**src/rtl/sap1e_pkg.sv**
```systemverilog
`default_nettype none
// ============================================================================
// sap1e_pkg : opcode, T-step and control-word definitions for the SAP-1e core
// Rev 1.0
// ============================================================================
package sap1e_pkg;

  localparam int OPCODE_W = 4;

  localparam logic [OPCODE_W-1:0] OP_LDA = 4'h0;
  localparam logic [OPCODE_W-1:0] OP_ADD = 4'h1;
  localparam logic [OPCODE_W-1:0] OP_SUB = 4'h2;
  localparam logic [OPCODE_W-1:0] OP_STA = 4'h3;
  localparam logic [OPCODE_W-1:0] OP_LDI = 4'h4;
  localparam logic [OPCODE_W-1:0] OP_JMP = 4'h5;
  localparam logic [OPCODE_W-1:0] OP_JC  = 4'h6;
  localparam logic [OPCODE_W-1:0] OP_JZ  = 4'h7;
  localparam logic [OPCODE_W-1:0] OP_OUT = 4'hE;
  localparam logic [OPCODE_W-1:0] OP_HLT = 4'hF;

  localparam int T1_IDX = 0;
  localparam int T2_IDX = 1;
  localparam int T3_IDX = 2;
  localparam int T4_IDX = 3;
  localparam int T5_IDX = 4;

  typedef struct packed {
    logic pc_clear;
    logic pc_incr_en;
    logic pc_set;
    logic pc_oe;
    logic mar_load;
    logic ram_oe;
    logic ram_we;
    logic ir_load;
    logic ir_oe;
    logic a_load;
    logic a_oe;
    logic b_load;
    logic alu_oe;
    logic alu_sub;
    logic flags_load;
    logic out_load;
  } ctrl_t;

endpackage
`default_nettype wire

```
**src/rtl/sap1e_sequencer_if.sv**
```systemverilog
`default_nettype none
// ============================================================================
// sap1e_sequencer_if : sequencer <-> datapath control/status bundle
// Rev 1.0
// ============================================================================
interface sap1e_sequencer_if #(
  parameter int OPCODE_W = 4,
  parameter int STEPS    = 5
) ();

  logic                restart;
  logic [OPCODE_W-1:0] opcode;
  logic                carry_flag;
  logic                zero_flag;
  logic [STEPS-1:0]    t_state;
  logic                pc_clear;
  logic                pc_incr_en;
  logic                pc_set;
  logic                pc_oe;
  logic                mar_load;
  logic                ram_oe;
  logic                ram_we;
  logic                ir_load;
  logic                ir_oe;
  logic                a_load;
  logic                a_oe;
  logic                b_load;
  logic                alu_oe;
  logic                alu_sub;
  logic                flags_load;
  logic                out_load;
  logic                halted;

  // master = sequencer (drives the control lines), slave = datapath side
  modport master (
    input  restart, opcode, carry_flag, zero_flag,
    output t_state, pc_clear, pc_incr_en, pc_set, pc_oe, mar_load, ram_oe, ram_we,
           ir_load, ir_oe, a_load, a_oe, b_load, alu_oe, alu_sub, flags_load,
           out_load, halted
  );

  modport slave (
    output restart, opcode, carry_flag, zero_flag,
    input  t_state, pc_clear, pc_incr_en, pc_set, pc_oe, mar_load, ram_oe, ram_we,
           ir_load, ir_oe, a_load, a_oe, b_load, alu_oe, alu_sub, flags_load,
           out_load, halted
  );

endinterface
`default_nettype wire

```
**src/rtl/sap1e_ring_counter.sv**
```systemverilog
`default_nettype none
// ============================================================================
// sap1e_ring_counter : one-hot T-state ring with synchronous clear and hold
// Rev 1.0
// ============================================================================
module sap1e_ring_counter #(
  parameter int STEPS = 5
) (
  input  wire              clock,
  input  wire              reset,
  input  wire              i_clear,
  input  wire              i_hold,
  output logic [STEPS-1:0] o_t_state
);

  localparam logic [STEPS-1:0] c_ring_init = STEPS'(1);

  logic [STEPS-1:0] r_ring;

  always_ff @(posedge clock) begin
    if (reset || i_clear) begin
      r_ring <= c_ring_init;
    end else if (!i_hold) begin
      r_ring <= {r_ring[STEPS-2:0], r_ring[STEPS-1]};
    end
  end

  assign o_t_state = r_ring;

endmodule
`default_nettype wire

```
**src/rtl/sap1e_sequencer.sv**
```systemverilog
`default_nettype none
// ============================================================================
// sap1e_sequencer : SAP-1e T-state sequencer and control decoder.
// Optional macro SEQ_COND_JUMP_EN enables JC/JZ.                       Rev 1.0
// ============================================================================
module sap1e_sequencer
  import sap1e_pkg::*;
#(
  parameter int OPCODE_W = sap1e_pkg::OPCODE_W,
  parameter int STEPS    = 5
) (
  input wire                 clock,
  input wire                 reset,
  sap1e_sequencer_if.master  bus
);

  logic [STEPS-1:0] w_step;
  logic             r_halted;
  logic             w_hlt_now;
  logic             w_hold;
  ctrl_t            w_ctrl;

  // HLT must freeze the ring on the same edge that sets halted, so it stays at T3
  assign w_hlt_now = w_step[T3_IDX] && (bus.opcode == OPCODE_W'(OP_HLT));
  assign w_hold    = r_halted || w_hlt_now;

  sap1e_ring_counter #(
    .STEPS (STEPS)
  ) u_ring (
    .clock     (clock),
    .reset     (reset),
    .i_clear   (bus.restart),
    .i_hold    (w_hold),
    .o_t_state (w_step)
  );

  always_ff @(posedge clock) begin
    if (reset || bus.restart) begin
      r_halted <= 1'b0;
    end else if (w_hlt_now) begin
      r_halted <= 1'b1;
    end
  end

`ifndef SEQ_COND_JUMP_EN
  logic w_unused_flags;
  assign w_unused_flags = bus.carry_flag ^ bus.zero_flag;
`endif

  always_comb begin
    w_ctrl = '0;
    if (!reset) begin
      if (bus.restart) begin
        w_ctrl.pc_clear = 1'b1;
      end else if (!r_halted) begin
        if (w_step[T1_IDX]) begin
          w_ctrl.pc_oe    = 1'b1;
          w_ctrl.mar_load = 1'b1;
        end else if (w_step[T2_IDX]) begin
          w_ctrl.ram_oe     = 1'b1;
          w_ctrl.ir_load    = 1'b1;
          w_ctrl.pc_incr_en = 1'b1;
        end else if (w_step[T3_IDX]) begin
          case (bus.opcode)
            OPCODE_W'(OP_LDA), OPCODE_W'(OP_ADD),
            OPCODE_W'(OP_SUB), OPCODE_W'(OP_STA): begin
              w_ctrl.ir_oe    = 1'b1;
              w_ctrl.mar_load = 1'b1;
            end
            OPCODE_W'(OP_LDI): begin
              w_ctrl.ir_oe  = 1'b1;
              w_ctrl.a_load = 1'b1;
            end
            OPCODE_W'(OP_JMP): begin
              w_ctrl.ir_oe  = 1'b1;
              w_ctrl.pc_set = 1'b1;
            end
`ifdef SEQ_COND_JUMP_EN
            OPCODE_W'(OP_JC): begin
              w_ctrl.ir_oe  = 1'b1;
              w_ctrl.pc_set = bus.carry_flag;
            end
            OPCODE_W'(OP_JZ): begin
              w_ctrl.ir_oe  = 1'b1;
              w_ctrl.pc_set = bus.zero_flag;
            end
`endif
            OPCODE_W'(OP_OUT): begin
              w_ctrl.a_oe     = 1'b1;
              w_ctrl.out_load = 1'b1;
            end
            default: ;
          endcase
        end else if (w_step[T4_IDX]) begin
          case (bus.opcode)
            OPCODE_W'(OP_LDA): begin
              w_ctrl.ram_oe = 1'b1;
              w_ctrl.a_load = 1'b1;
            end
            OPCODE_W'(OP_ADD), OPCODE_W'(OP_SUB): begin
              w_ctrl.ram_oe = 1'b1;
              w_ctrl.b_load = 1'b1;
            end
            OPCODE_W'(OP_STA): begin
              w_ctrl.a_oe   = 1'b1;
              w_ctrl.ram_we = 1'b1;
            end
            default: ;
          endcase
        end else if (w_step[T5_IDX]) begin
          if (bus.opcode == OPCODE_W'(OP_ADD) || bus.opcode == OPCODE_W'(OP_SUB)) begin
            w_ctrl.alu_oe     = 1'b1;
            w_ctrl.a_load     = 1'b1;
            w_ctrl.flags_load = 1'b1;
            w_ctrl.alu_sub    = (bus.opcode == OPCODE_W'(OP_SUB));
          end
        end
      end
    end
  end

  assign bus.t_state    = w_step;
  assign bus.halted     = r_halted;
  assign bus.pc_clear   = w_ctrl.pc_clear;
  assign bus.pc_incr_en = w_ctrl.pc_incr_en;
  assign bus.pc_set     = w_ctrl.pc_set;
  assign bus.pc_oe      = w_ctrl.pc_oe;
  assign bus.mar_load   = w_ctrl.mar_load;
  assign bus.ram_oe     = w_ctrl.ram_oe;
  assign bus.ram_we     = w_ctrl.ram_we;
  assign bus.ir_load    = w_ctrl.ir_load;
  assign bus.ir_oe      = w_ctrl.ir_oe;
  assign bus.a_load     = w_ctrl.a_load;
  assign bus.a_oe       = w_ctrl.a_oe;
  assign bus.b_load     = w_ctrl.b_load;
  assign bus.alu_oe     = w_ctrl.alu_oe;
  assign bus.alu_sub    = w_ctrl.alu_sub;
  assign bus.flags_load = w_ctrl.flags_load;
  assign bus.out_load   = w_ctrl.out_load;

endmodule
`default_nettype wire

```
**src/flat_wrapper.sv**
```systemverilog
// flat-port wrapper written by rule: the top's interface ports become plain ports
module sap1e_sequencer_flat import sap1e_pkg::*;
#(
  parameter int OPCODE_W = sap1e_pkg::OPCODE_W,
  parameter int STEPS    = 5
)
  (clock, reset, bus_restart, bus_opcode, bus_carry_flag, bus_zero_flag, bus_t_state, bus_pc_clear, bus_pc_incr_en, bus_pc_set, bus_pc_oe, bus_mar_load, bus_ram_oe, bus_ram_we, bus_ir_load, bus_ir_oe, bus_a_load, bus_a_oe, bus_b_load, bus_alu_oe, bus_alu_sub, bus_flags_load, bus_out_load, bus_halted);
  sap1e_sequencer_if #(.OPCODE_W(OPCODE_W), .STEPS(STEPS)) bus_i ();
  input wire clock;
  input wire reset;
  input wire logic [$bits(bus_i.restart)-1:0] bus_restart;
  input wire logic [$bits(bus_i.opcode)-1:0] bus_opcode;
  input wire logic [$bits(bus_i.carry_flag)-1:0] bus_carry_flag;
  input wire logic [$bits(bus_i.zero_flag)-1:0] bus_zero_flag;
  output wire logic [$bits(bus_i.t_state)-1:0] bus_t_state;
  output wire logic [$bits(bus_i.pc_clear)-1:0] bus_pc_clear;
  output wire logic [$bits(bus_i.pc_incr_en)-1:0] bus_pc_incr_en;
  output wire logic [$bits(bus_i.pc_set)-1:0] bus_pc_set;
  output wire logic [$bits(bus_i.pc_oe)-1:0] bus_pc_oe;
  output wire logic [$bits(bus_i.mar_load)-1:0] bus_mar_load;
  output wire logic [$bits(bus_i.ram_oe)-1:0] bus_ram_oe;
  output wire logic [$bits(bus_i.ram_we)-1:0] bus_ram_we;
  output wire logic [$bits(bus_i.ir_load)-1:0] bus_ir_load;
  output wire logic [$bits(bus_i.ir_oe)-1:0] bus_ir_oe;
  output wire logic [$bits(bus_i.a_load)-1:0] bus_a_load;
  output wire logic [$bits(bus_i.a_oe)-1:0] bus_a_oe;
  output wire logic [$bits(bus_i.b_load)-1:0] bus_b_load;
  output wire logic [$bits(bus_i.alu_oe)-1:0] bus_alu_oe;
  output wire logic [$bits(bus_i.alu_sub)-1:0] bus_alu_sub;
  output wire logic [$bits(bus_i.flags_load)-1:0] bus_flags_load;
  output wire logic [$bits(bus_i.out_load)-1:0] bus_out_load;
  output wire logic [$bits(bus_i.halted)-1:0] bus_halted;
  assign bus_i.restart = bus_restart;
  assign bus_i.opcode = bus_opcode;
  assign bus_i.carry_flag = bus_carry_flag;
  assign bus_i.zero_flag = bus_zero_flag;
  assign bus_t_state = bus_i.t_state;
  assign bus_pc_clear = bus_i.pc_clear;
  assign bus_pc_incr_en = bus_i.pc_incr_en;
  assign bus_pc_set = bus_i.pc_set;
  assign bus_pc_oe = bus_i.pc_oe;
  assign bus_mar_load = bus_i.mar_load;
  assign bus_ram_oe = bus_i.ram_oe;
  assign bus_ram_we = bus_i.ram_we;
  assign bus_ir_load = bus_i.ir_load;
  assign bus_ir_oe = bus_i.ir_oe;
  assign bus_a_load = bus_i.a_load;
  assign bus_a_oe = bus_i.a_oe;
  assign bus_b_load = bus_i.b_load;
  assign bus_alu_oe = bus_i.alu_oe;
  assign bus_alu_sub = bus_i.alu_sub;
  assign bus_flags_load = bus_i.flags_load;
  assign bus_out_load = bus_i.out_load;
  assign bus_halted = bus_i.halted;
  sap1e_sequencer #(.OPCODE_W(OPCODE_W), .STEPS(STEPS)) u_core (.clock(clock), .reset(reset), .bus(bus_i));
endmodule
```
**config.mk**
```make
export PLATFORM = sky130hd
export DESIGN_NAME = sap1e_sequencer_flat
export DESIGN_NICKNAME = d
export VERILOG_FILES = /design/src/rtl/sap1e_pkg.sv /design/src/rtl/sap1e_sequencer_if.sv /design/src/rtl/sap1e_ring_counter.sv /design/src/rtl/sap1e_sequencer.sv /design/src/flat_wrapper.sv
export SDC_FILE = /design/constraint.sdc
export NUM_CORES = 1
export LEC_CHECK = 0
export CAP_MARGIN = 20
export CORE_MARGIN = 3
export CORE_UTILIZATION = 31
export DETAILED_ROUTE_END_ITERATION = 8
export PLACE_DENSITY = 0.78
export REMOVE_ABC_BUFFERS = 1
export SLEW_MARGIN = 20
export SYNTH_ARGS = -nofsm -noshare
export SYNTH_HDL_FRONTEND = slang
export SYNTH_HIERARCHICAL = 1
export SYNTH_SLANG_ARGS = --single-unit
```
**constraint.sdc**
```tcl
create_clock -name clock -period 1.6 [get_ports clock]
set_input_delay 0.4 -clock clock [delete_from_list [all_inputs] [get_ports clock]]
set_output_delay 0.4 -clock clock [all_outputs]
set_load 0.01 [all_outputs]
```
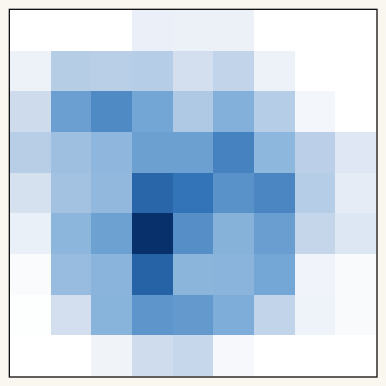
Figure 1: wiring heat map.
Drawn at 8 px/um. The die is cut into 9 by 9 equal tiles; white is low, dark blue is high, scaled to the fullest tile. Values are wire area over tile area, all layers added.
- nearly empty tiles: 19%
- emptiest ninth of the die: upper right
- mean over tiles: 0.18
- fullest tile: 0.62
total via count in the routed design: 739
routed wirelength normalized by instance count: 17.9 um
combined global-route utilization of all metal layers: 24.2%
total length of routed wires: 2350 um

==> flow_summary.html <==
<p>Metrics extracted from the flow reports.</p>
<table>
<tr><th>Metric</th><th>Value</th></tr>
<tr><th colspan="2">Clock network</th></tr>
<tr><td>Clock buffer count from CTS</td><td>3</td></tr>
<tr><td>Setup repair bufs after CTS</td><td>9</td></tr>
<tr><td>TritonCTS clock tree</td><td>yes</td></tr>
<tr><td>Worst-path clk slew</td><td>0.05 ns</td></tr>
<tr><td>Max Root-Sink Buffers</td><td>2</td></tr>
<tr><td>Hold buffer count at cts</td><td>0</td></tr>
<tr><td>Quantity of gates resized following cts</td><td>117</td></tr>
<tr><td>Number of H-tree branching levels</td><td>1</td></tr>
<tr><td>Root cell of the clock tree</td><td>sky130_fd_sc_hd__clkbuf_4</td></tr>
<tr><td>Clk sink count</td><td>6</td></tr>
<tr><th colspan="2">Yosys</th></tr>
<tr><td>Most used standard cells in the synthesized netlist</td><td>11 x sky130_fd_sc_hd__nor3_1, 6 x sky130_fd_sc_hd__dfxtp_1, 5 x sky130_fd_sc_hd__mux2i_1, 4 x sky130_fd_sc_hd__nand2_1</td></tr>
<tr><td>Dominant cell by count in the synthesized netlist</td><td>sky130_fd_sc_hd__nor3_1</td></tr>
<tr><td>Share of flip-flops with an asynchronous set or reset after synthesis</td><td>0%</td></tr>
<tr><td>Number of enable flip-flop cells</td><td>0</td></tr>
<tr><td>Number of warnings printed during yosys synthesis</td><td>6</td></tr>
<tr><td>Register bit total from synthesis</td><td>6</td></tr>
<tr><td>Sequential cell area fraction in the yosys report</td><td>24.5%</td></tr>
<tr><td>Area share of the largest cell type after synthesis</td><td>24.5%</td></tr>
<tr><td>Cell count in the Yosys report</td><td>60</td></tr>
<tr><td>Yosys stat chip area</td><td>490 um2</td></tr>
<tr><td>Largest area contributor in the netlist</td><td>sky130_fd_sc_hd__dfxtp_1</td></tr>
<tr><td>Main area contributors after synthesis</td><td>sky130_fd_sc_hd__dfxtp_1 24%, sky130_fd_sc_hd__nor3_1 11%, sky130_fd_sc_hd__mux2i_1 10%, sky130_fd_sc_hd__a2111oi_4 5.6%, sky130_fd_sc_hd__nor3b_1 4.6%</td></tr>
<tr><td>Post-synthesis cell area</td><td>490 um2</td></tr>
<tr><td>Cells after Synth</td><td>60</td></tr>
<tr><td>Mean cell area of the mapped netlist</td><td>8.17 um2</td></tr>
<tr><td>Post-Synth Adder-Cell Area</td><td>0%</td></tr>
<tr><td>Most common reg cell</td><td>sky130_fd_sc_hd__dfxtp_1</td></tr>
<tr><td>Area share of and-or/or-and cells after synthesis</td><td>12.5%</td></tr>
<tr><td>Distinct lib cells used</td><td>25</td></tr>
<tr><td>Proportion of synthesized area in mux cells</td><td>10.2%</td></tr>
<tr><td>And+or+nand+nor area frac</td><td>43.4%</td></tr>
<tr><td>Post-synthesis xor/xnor area fraction</td><td>1.79%</td></tr>
<tr><td>Comb area leader</td><td>simple AND/OR/NAND/NOR gates</td></tr>
<tr><th colspan="2">Job</th></tr>
<tr><td>Maximum capacitance violations</td><td>0</td></tr>
<tr><td>Tool warnings</td><td>29</td></tr>
<tr><th colspan="2">Global routing</th></tr>
<tr><td>Maximum number of pins on one net before global-route repair</td><td>10</td></tr>
<tr><td>Via count of the first global-routing pass</td><td>749</td></tr>
<tr><td>Number of antenna violations at the first check in global routing</td><td>0</td></tr>
<tr><th colspan="2">Worst setup path</th></tr>
<tr><td>Arrival @ worst endpoint</td><td>1.49 ns</td></tr>
<tr><td>FF-to-FF path depth</td><td>6</td></tr>
<tr><td>Capture point of the worst path</td><td>bus_ir_oe</td></tr>
<tr><td>Worst Path Class, Setup</td><td>reg -&gt; out</td></tr>
<tr><td>Critical path fanouts, max</td><td>3</td></tr>
<tr><td>Register-to-register path setup slack</td><td>0.18 ns</td></tr>
<tr><td>Worst path top cell family by delay</td><td>simple AND/OR/NAND/NOR gates</td></tr>
<tr><td>Slowest Stage Delay on Critical Path</td><td>0.33 ns</td></tr>
<tr><td>Worst flop-to-flop path endpoint</td><td>u_core/u_ring/o_t_state[2]</td></tr>
<tr><td>Critical Path Source Type</td><td>flip-flop</td></tr>
<tr><td>Crit path DRT</td><td>1.20 ns</td></tr>
<tr><td>Endpoint kind of the worst setup timing path</td><td>output pin</td></tr>
<tr><td>Crit path buf inv count</td><td>1</td></tr>
<tr><td>Crit-path cells</td><td>nor4_4 &gt; nand2_2 &gt; a2111oi_4 &gt; buf_2</td></tr>
<tr><td>First element of the critical path</td><td>u_core/bus.halted</td></tr>
<tr><td>CP max stage cell</td><td>sky130_fd_sc_hd__dfxtp_2</td></tr>
<tr><th colspan="2">Detailed routing</th></tr>
<tr><td>Number of design-rule violations left by the first detailed-router iteration</td><td>18</td></tr>
<tr><td>Antenna violation net count after detailed routing</td><td>0</td></tr>
<tr><td>Vias per std cell</td><td>5.64</td></tr>
<tr><td>Count of TritonRoute iterations in the first routing pass</td><td>4</td></tr>
<tr><th colspan="2">Final timing</th></tr>
<tr><td>Number of endpoints failing setup at the final stage</td><td>13</td></tr>
<tr><td>Post-route setup TNS</td><td>-3.09 ns</td></tr>
<tr><td>Final worst-path setup slack</td><td>-0.287 ns</td></tr>
<tr><td>Setup skew after layout</td><td>0.00706 ns</td></tr>
<tr><td>Worst Tran Pin Value</td><td>0.338 ns</td></tr>
<tr><td>Share of the cycle needed by the critical path after routing</td><td>118%</td></tr>
<tr><td>Final number of max-transition violations</td><td>0</td></tr>
<tr><td>Unrepaired setup endpoints after global routing</td><td>yes</td></tr>
<tr><td>Max-slew headroom</td><td>77.2%</td></tr>
<tr><td>Final-report hold violation count</td><td>0</td></tr>
<tr><td>Period minus WS final</td><td>1.89 ns</td></tr>
<tr><td>WHS</td><td>0.548 ns</td></tr>
<tr><td>Max Clock Freq</td><td>530 MHz</td></tr>
<tr><th colspan="2">Floorplanning</th></tr>
<tr><td>Count of boundary I/O pins</td><td>31</td></tr>
<tr><td># rows</td><td>13</td></tr>
<tr><td>Horizontal die dimension</td><td>45.8 um</td></tr>
<tr><td>Fp util</td><td>35.5%</td></tr>
<tr><td>Vertical extent of the die</td><td>45.8 um</td></tr>
<tr><td>Inserted tap cell count</td><td>15</td></tr>
<tr><td>Area of the chip</td><td>0.00210 mm2</td></tr>
<tr><th colspan="2">Placed design</th></tr>
<tr><td>Post-DP Area</td><td>895 um2</td></tr>
<tr><td>Setup slack at placement</td><td>-1.04 ns</td></tr>
<tr><td>Number of instances in the placed design</td><td>117</td></tr>
<tr><td>Half-perimeter wire length after placement</td><td>1310 um</td></tr>
<tr><td>Number of buffer cells added on primary ports</td><td>28</td></tr>
<tr><th colspan="2">Power and ir drop</th></tr>
<tr><td>Sequential logic power</td><td>0.157 mW</td></tr>
<tr><td>Leakage power</td><td>0.483 nW</td></tr>
<tr><td>Top power consumer group</td><td>sequential cells</td></tr>
<tr><td>Total Power</td><td>0.453 mW</td></tr>
<tr><td>Combinational Power Share</td><td>33.1%</td></tr>
<tr><td>Internal power contribution</td><td>0.309 mW</td></tr>
<tr><td>IR Drop Worst-Case VDD</td><td>398 uV</td></tr>
<tr><td>Switching Share</td><td>31.8%</td></tr>
<tr><td>Power share of the sequential group</td><td>34.6%</td></tr>
<tr><td>Switching power summed over all nets</td><td>0.144 mW</td></tr>
<tr><td>Clock share of power</td><td>32.3%</td></tr>
<tr><td>Combinational logic power</td><td>0.150 mW</td></tr>
<tr><td>Clock group power</td><td>0.147 mW</td></tr>
<tr><th colspan="2">Finish</th></tr>
<tr><td>Top class by area</td><td>logic gates</td></tr>
<tr><td># fillers</td><td>82</td></tr>
<tr><td>Count of flip-flops and latches</td><td>6</td></tr>
<tr><td>Multi-Input Combinational</td><td>48</td></tr>
<tr><td>Clock buffer and inverter area fraction after layout</td><td>2.05%</td></tr>
<tr><td>FF+latch area</td><td>128 um2</td></tr>
<tr><td>Inverter tally of the final layout excluding the clock network</td><td>2</td></tr>
<tr><td>Repair and plain buffers</td><td>57</td></tr>
<tr><td>Top Layout Cells</td><td>24 x sky130_fd_sc_hd__buf_4, 14 x sky130_fd_sc_hd__buf_2, 8 x sky130_fd_sc_hd__buf_6, 7 x sky130_fd_sc_hd__dlygate4sd2_1, 6 x sky130_fd_sc_hd__nor3_1</td></tr>
<tr><td>Final nets</td><td>127</td></tr>
<tr><td>Antenna diode instance count</td><td>0</td></tr>
<tr><td>Final instance area</td><td>0.00110 mm2</td></tr>
<tr><td>Share of final-layout standard cells stronger than drive strength 1</td><td>69.0%</td></tr>
<tr><td>Area grow syn2layout</td><td>124%</td></tr>
<tr><td>Data-path buffer share of cell area in the final layout</td><td>39.0%</td></tr>
<tr><td>Area used by multi-input combinational logic</td><td>494 um2</td></tr>
<tr><td>Final Util</td><td>79.5%</td></tr>
<tr><td>Fraction of standard cell area that is sequential</td><td>11.6%</td></tr>
<tr><td>Number of clock buffers in the layout</td><td>3</td></tr>
<tr><th colspan="2">Hold path</th></tr>
<tr><td>Hold path startpoint</td><td>reset</td></tr>
<tr><td>Destination of the worst hold path</td><td>u_core/u_ring/o_t_state[1]</td></tr>
<tr><td>Cells on Worst Hold Path</td><td>3</td></tr>
<tr><td>Class of the most critical hold timing path</td><td>in -&gt; reg</td></tr>
<tr><th colspan="2">Status</th></tr>
<tr><td>Status</td><td>finished with violations</td></tr>
<tr><td>Violated checks</td><td>setup timing</td></tr>
</table>
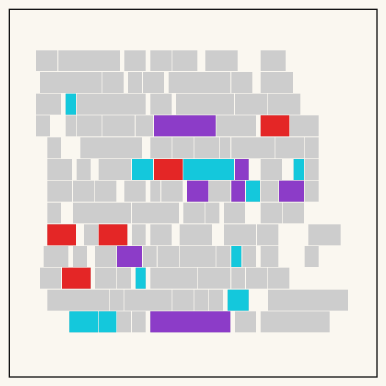
Figure 2: gate families picked out.
Drawn at 8 px/um.
- inverting AOI/OAI gates: purple (cells 7; where center)
- NAND gates: cyan (cells 10)
- multiplexers: red (cells 5)
multi-input logic portion of the cell area: 45.0%
non-filler instance count after layout: 131
dominant logic cell type in the layout: sky130_fd_sc_hd__buf_4

-- per-layer routing --
metal  share of wire [%]  vias to the layer above  global-route usage [%]  routed length [um]
met5                   0                        -                       0                   0
met4                0.98                        0                    10.2                  23
met3                 6.1                        4                    5.14                 144
met2                  47                       40                    38.2                1110
met1                  46                      359                    31.6                1070
li1                    -                      336                       -                   -
-- worst min-delay path, stage by stage --
cell and delay, ns:
sky130_fd_sc_hd__clkbuf_2 0.12, sky130_fd_sc_hd__buf_6 0.15, sky130_fd_sc_hd__nor3_1 0.06
-- sequential cells by signal (all words and copies together), names as in the netlist --
register / flops
u_core/bus.halted: 1
u_core/u_ring/o_t_state: 5
Power and IR drop assume default switching activity.
